$ cat config.mk
export PLATFORM = sky130hd
export DESIGN_NAME = mem_access_unit
export DESIGN_NICKNAME = d
export VERILOG_FILES = /design/src/rtl/mem_pkg.sv /design/src/rtl/load_extend.sv /design/src/rtl/mem_access_unit.sv
export SDC_FILE = /design/constraint.sdc
export NUM_CORES = 1
export LEC_CHECK = 0
export CAP_MARGIN = 20
export CORE_MARGIN = 5
export CORE_UTILIZATION = 47
export CTS_CLUSTER_DIAMETER = 30
export DETAILED_ROUTE_END_ITERATION = 7
export HOLD_SLACK_MARGIN = 0.06
export PLACE_DENSITY = 0.92
export SLEW_MARGIN = 20
export SYNTH_ARGS = -nofsm -noshare
export SYNTH_HDL_FRONTEND = slang
export SYNTH_SLANG_ARGS = --single-unit
export TNS_END_PERCENT = 50
$ cat constraint.sdc
create_clock -name clk -period 14.05 [get_ports clk]
set_input_delay 4.215 -clock clk [delete_from_list [all_inputs] [get_ports clk]]
set_output_delay 4.215 -clock clk [all_outputs]
set_load 0.02 [all_outputs]
$ cat src/rtl/mem_pkg.sv
// Shared types for the memory-stage access unit: access modes, FSM state encoding
// and the byte-enable width.
package mem_pkg;
  localparam int BE_W = 4;

  typedef enum logic [2:0] {
    MODE_NONE = 3'b000,
    MODE_W    = 3'b001,
    MODE_H    = 3'b010,
    MODE_B    = 3'b011,
    MODE_HU   = 3'b100,
    MODE_BU   = 3'b101
  } mode_t;

  typedef logic [1:0] state_t;
  localparam state_t ST_IDLE = 2'd0;
  localparam state_t ST_REQ  = 2'd1;
  localparam state_t ST_RESP = 2'd2;
  localparam state_t ST_DONE = 2'd3;
endpackage

$ cat src/rtl/load_extend.sv
// Picks the addressed byte/half out of a read word and sign- or zero-extends it.
// Purely combinational so it can sit behind any word-wide read path.
module load_extend
  import mem_pkg::*;
(
  input  logic [31:0] rdata,
  input  logic [1:0]  offset,
  input  mode_t       mode,
  output logic [31:0] ext
);
  logic [31:0] sh;

  always_comb begin
    sh = rdata >> {offset, 3'b000};
    case (mode)
      MODE_B:  ext = {{24{sh[7]}}, sh[7:0]};
      MODE_BU: ext = {24'h0, sh[7:0]};
      MODE_H:  ext = {{16{sh[15]}}, sh[15:0]};
      MODE_HU: ext = {16'h0, sh[15:0]};
      default: ext = rdata;
    endcase
  end
endmodule

$ cat src/rtl/mem_access_unit.sv
// Memory-stage responder: turns byte/half/word loads and stores into word-aligned
// bus requests with byte enables, stalls while outstanding, returns extended data.
module mem_access_unit
  import mem_pkg::*;
#(
  parameter int DATA_WIDTH = 32
) (
  input  logic                  clk,
  input  logic                  rst,
  input  logic                  MemWriteM,
  input  logic                  MemReadM,
  input  logic [2:0]            modeAddrM,
  input  logic [DATA_WIDTH-1:0] AddrM,
  input  logic [DATA_WIDTH-1:0] WriteDataM,
  output logic [DATA_WIDTH-1:0] ReadDataM,
  output logic                  StallM,
  output logic                  FaultM,
  output logic                  mem_req,
  output logic                  mem_we,
  output logic [DATA_WIDTH-1:0] mem_addr,
  output logic [BE_W-1:0]       mem_be,
  output logic [DATA_WIDTH-1:0] mem_wdata,
  input  logic                  mem_ready,
  input  logic                  mem_rvalid,
  input  logic [DATA_WIDTH-1:0] mem_rdata
);
  state_t                state_q, state_d;
  logic [DATA_WIDTH-1:0] addr_q, addr_d;
  logic [BE_W-1:0]       be_q, be_d;
  logic [DATA_WIDTH-1:0] wdata_q, wdata_d;
  logic                  we_q, we_d;
  mode_t                 mode_q, mode_d;
  logic [1:0]            off_q, off_d;
  logic [DATA_WIDTH-1:0] rdata_q, rdata_d;
  logic                  fault_q, fault_d;

  logic                  is_st, is_ld, is_half, is_word;
  logic                  bad_mode, misalign, access, fault, go;
  logic [BE_W-1:0]       be_n;
  logic [DATA_WIDTH-1:0] wd_n, ext;

  // Store wins over load when both strobes are up.
  always_comb begin
    is_st    = MemWriteM;
    is_ld    = MemReadM & ~MemWriteM;
    is_half  = (modeAddrM == MODE_H) || (modeAddrM == MODE_HU);
    is_word  = (modeAddrM == MODE_W);
    bad_mode = is_st ? !((modeAddrM == MODE_W) || (modeAddrM == MODE_H) || (modeAddrM == MODE_B))
                     : (modeAddrM[2:1] == 2'b11);
    misalign = (is_half & AddrM[0]) | (is_word & (AddrM[1:0] != 2'b00));
    access   = is_st | (is_ld & (modeAddrM != MODE_NONE));
    fault    = access & (bad_mode | misalign);
    go       = access & ~fault;
  end

  always_comb begin
    case (modeAddrM)
      MODE_B, MODE_BU: begin
        be_n = 4'b0001 << AddrM[1:0];
        wd_n = {4{WriteDataM[7:0]}};
      end
      MODE_H, MODE_HU: begin
        be_n = 4'b0011 << AddrM[1:0];
        wd_n = {2{WriteDataM[15:0]}};
      end
      default: begin
        be_n = 4'b1111;
        wd_n = WriteDataM;
      end
    endcase
  end

  load_extend u_ext (
    .rdata  (mem_rdata),
    .offset (off_q),
    .mode   (mode_q),
    .ext    (ext)
  );

  always_comb begin
    state_d = state_q;
    addr_d  = addr_q;
    be_d    = be_q;
    wdata_d = wdata_q;
    we_d    = we_q;
    mode_d  = mode_q;
    off_d   = off_q;
    rdata_d = rdata_q;
    fault_d = 1'b0;
    case (state_q)
      ST_IDLE: begin
        fault_d = fault;
        if (go) begin
          state_d = ST_REQ;
          addr_d  = {AddrM[DATA_WIDTH-1:2], 2'b00};
          be_d    = be_n;
          wdata_d = wd_n;
          we_d    = is_st;
          mode_d  = mode_t'(modeAddrM);
          off_d   = AddrM[1:0];
        end
      end
      ST_REQ:  if (mem_ready) state_d = we_q ? ST_DONE : ST_RESP;
      ST_RESP: begin
        if (mem_rvalid) begin
          rdata_d = ext;
          state_d = ST_DONE;
        end
      end
      // DONE never looks at the inputs, so the held instruction is not reissued.
      default: state_d = ST_IDLE;
    endcase
  end

  always_ff @(posedge clk or posedge rst) begin
    if (rst) begin
      state_q <= ST_IDLE;
      addr_q  <= '0;
      be_q    <= '0;
      wdata_q <= '0;
      we_q    <= 1'b0;
      mode_q  <= MODE_NONE;
      off_q   <= 2'b00;
      rdata_q <= '0;
      fault_q <= 1'b0;
    end else begin
      state_q <= state_d;
      addr_q  <= addr_d;
      be_q    <= be_d;
      wdata_q <= wdata_d;
      we_q    <= we_d;
      mode_q  <= mode_d;
      off_q   <= off_d;
      rdata_q <= rdata_d;
      fault_q <= fault_d;
    end
  end

  assign mem_req   = (state_q == ST_REQ);
  assign mem_we    = mem_req & we_q;
  assign mem_be    = mem_req ? be_q : '0;
  assign mem_addr  = addr_q;
  assign mem_wdata = wdata_q;
  assign ReadDataM = rdata_q;
  assign FaultM    = fault_q;
  assign StallM    = ((state_q == ST_IDLE) & go & ~rst) |
                     (state_q == ST_REQ) | (state_q == ST_RESP);
endmodule

==> run notes <==
* Yosys warnings: 0
* combinational share of power: 53.7%
* multi-input gate count: 327
* Chip Area, Yosys: 5050 um^2
* biggest area contributors in the synthesized netlist: dfrtp_1 (53%), mux2_2 (8.5%), mux2i_1 (6.5%)
* minimum clock period: 11020 ps
* FA/HA/MAJ Cells, Area Fraction: 0.991%
* first-pass GRT wire length: 23000 um
* setup repair after global routing missed its margin: no
* fraction of the core area occupied by cells at floorplan: 48.5%
* wire length on met3: 1420 um
* Std-Cell Core Area: 10400 um^2
* net load switching power: 652 uW
* Global Route met1 Usage: 25.8%
* pin count of the biggest net entering global routing: 94
* boundary pin count: 209
* run status: finished, final reports clean
* Hold WC Path Type: reg2reg
* number of non-clock inverters: 9
* number of max-cap violations: 0
* dominant class by area: registers
* count of cells resized by post-cts repair: 0
* highest-utilization routing layer at the global route stage: met2
* critical-path cell list: clkdlybuf4s50_1, nor4_2, or3b_1, o21ba_4, a211o_1, clkdlybuf4s50_1
* slowest stage delay, CP: 1010 ps
* biggest fanout along the worst timing path: 15
* critical path startpoint category: input port
* vias in the first global route: 4578
* combinational gate area: 2170 um^2
* clock network power: 205 uW
* deepest level of the CTS H-tree: 3
* total routed wire length on the met1 layer: 5440 um
* sequential fraction of the synthesis area: 53.0%
* Comb/total area: 29.5%
* net switching fraction of the power: 39.6%
* Largest Pwr Group: combinational logic
* cell area power density: 224 nW/um^2
* Top cell area share: 53.0%
* PortBufs: 206
metal_stack.png
Two of the layers only.
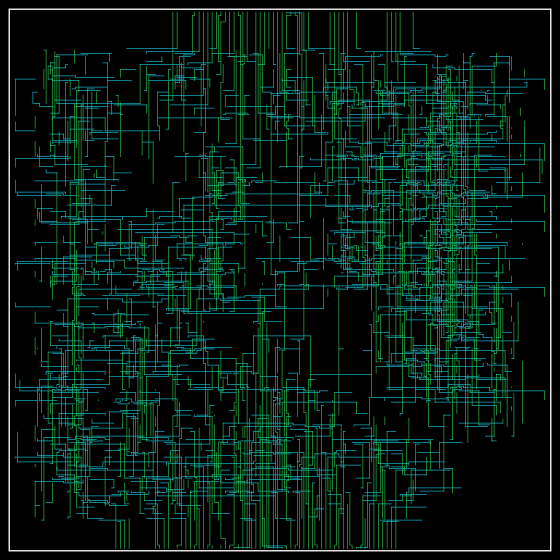
colour	layer	wire length
cyan	met1	5440 um
green	met2	7310 um
routed wire length per instance: 18.2 um
via count: 4377

registers.png
Bar = 20 um.
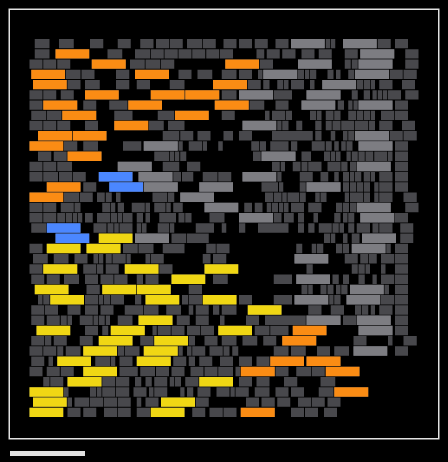
colour	signal	flops
blue	`be_q`	4
yellow	`mem_wdata`	32
orange	`mem_addr`	30
not coloured	41
Sequential cell area: 2680 um^2
post-layout utilization of the core: 70.6%
Seq power: 556 uW

gate_families.png
Bar = 20 um.
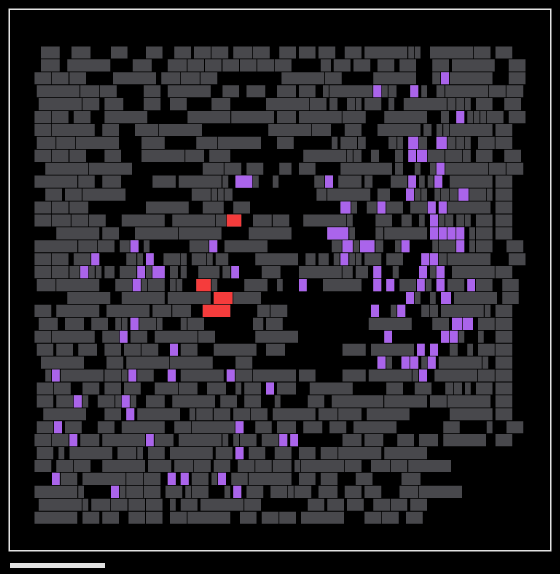
colour	family	cells
red	AND-OR and OR-AND gates	4
purple	inverting AOI/OAI gates	90
post-route non-filler standard cell count: 803
most frequently placed logic cell in the final layout: clkdlybuf4s50_1

final_clocks.png
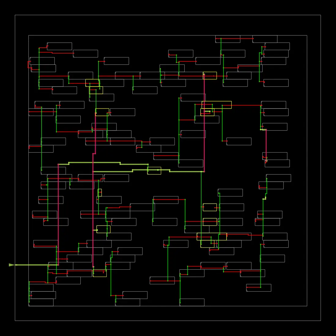
skew final: 5.40 ps
clock insertion delay at the later pin of the skew report: 360 ps
sequential cells: 107

pins.png
Pins as bars across the die edge, other pins in grey.
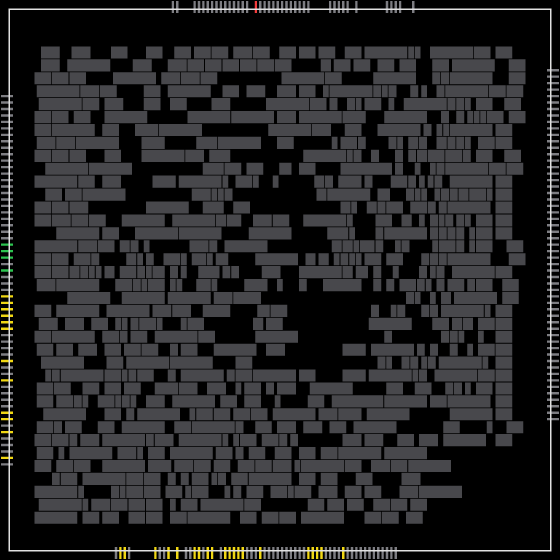
colour	port	pins	direction	edge
yellow	`mem_wdata`	32	output	20 south, 12 west
green	`mem_be`	4	output	west
red	`mem_we`	1	output	north
all pins by edge	58 west, 57 south, 55 east, 39 north

Power and IR drop assume default switching activity.
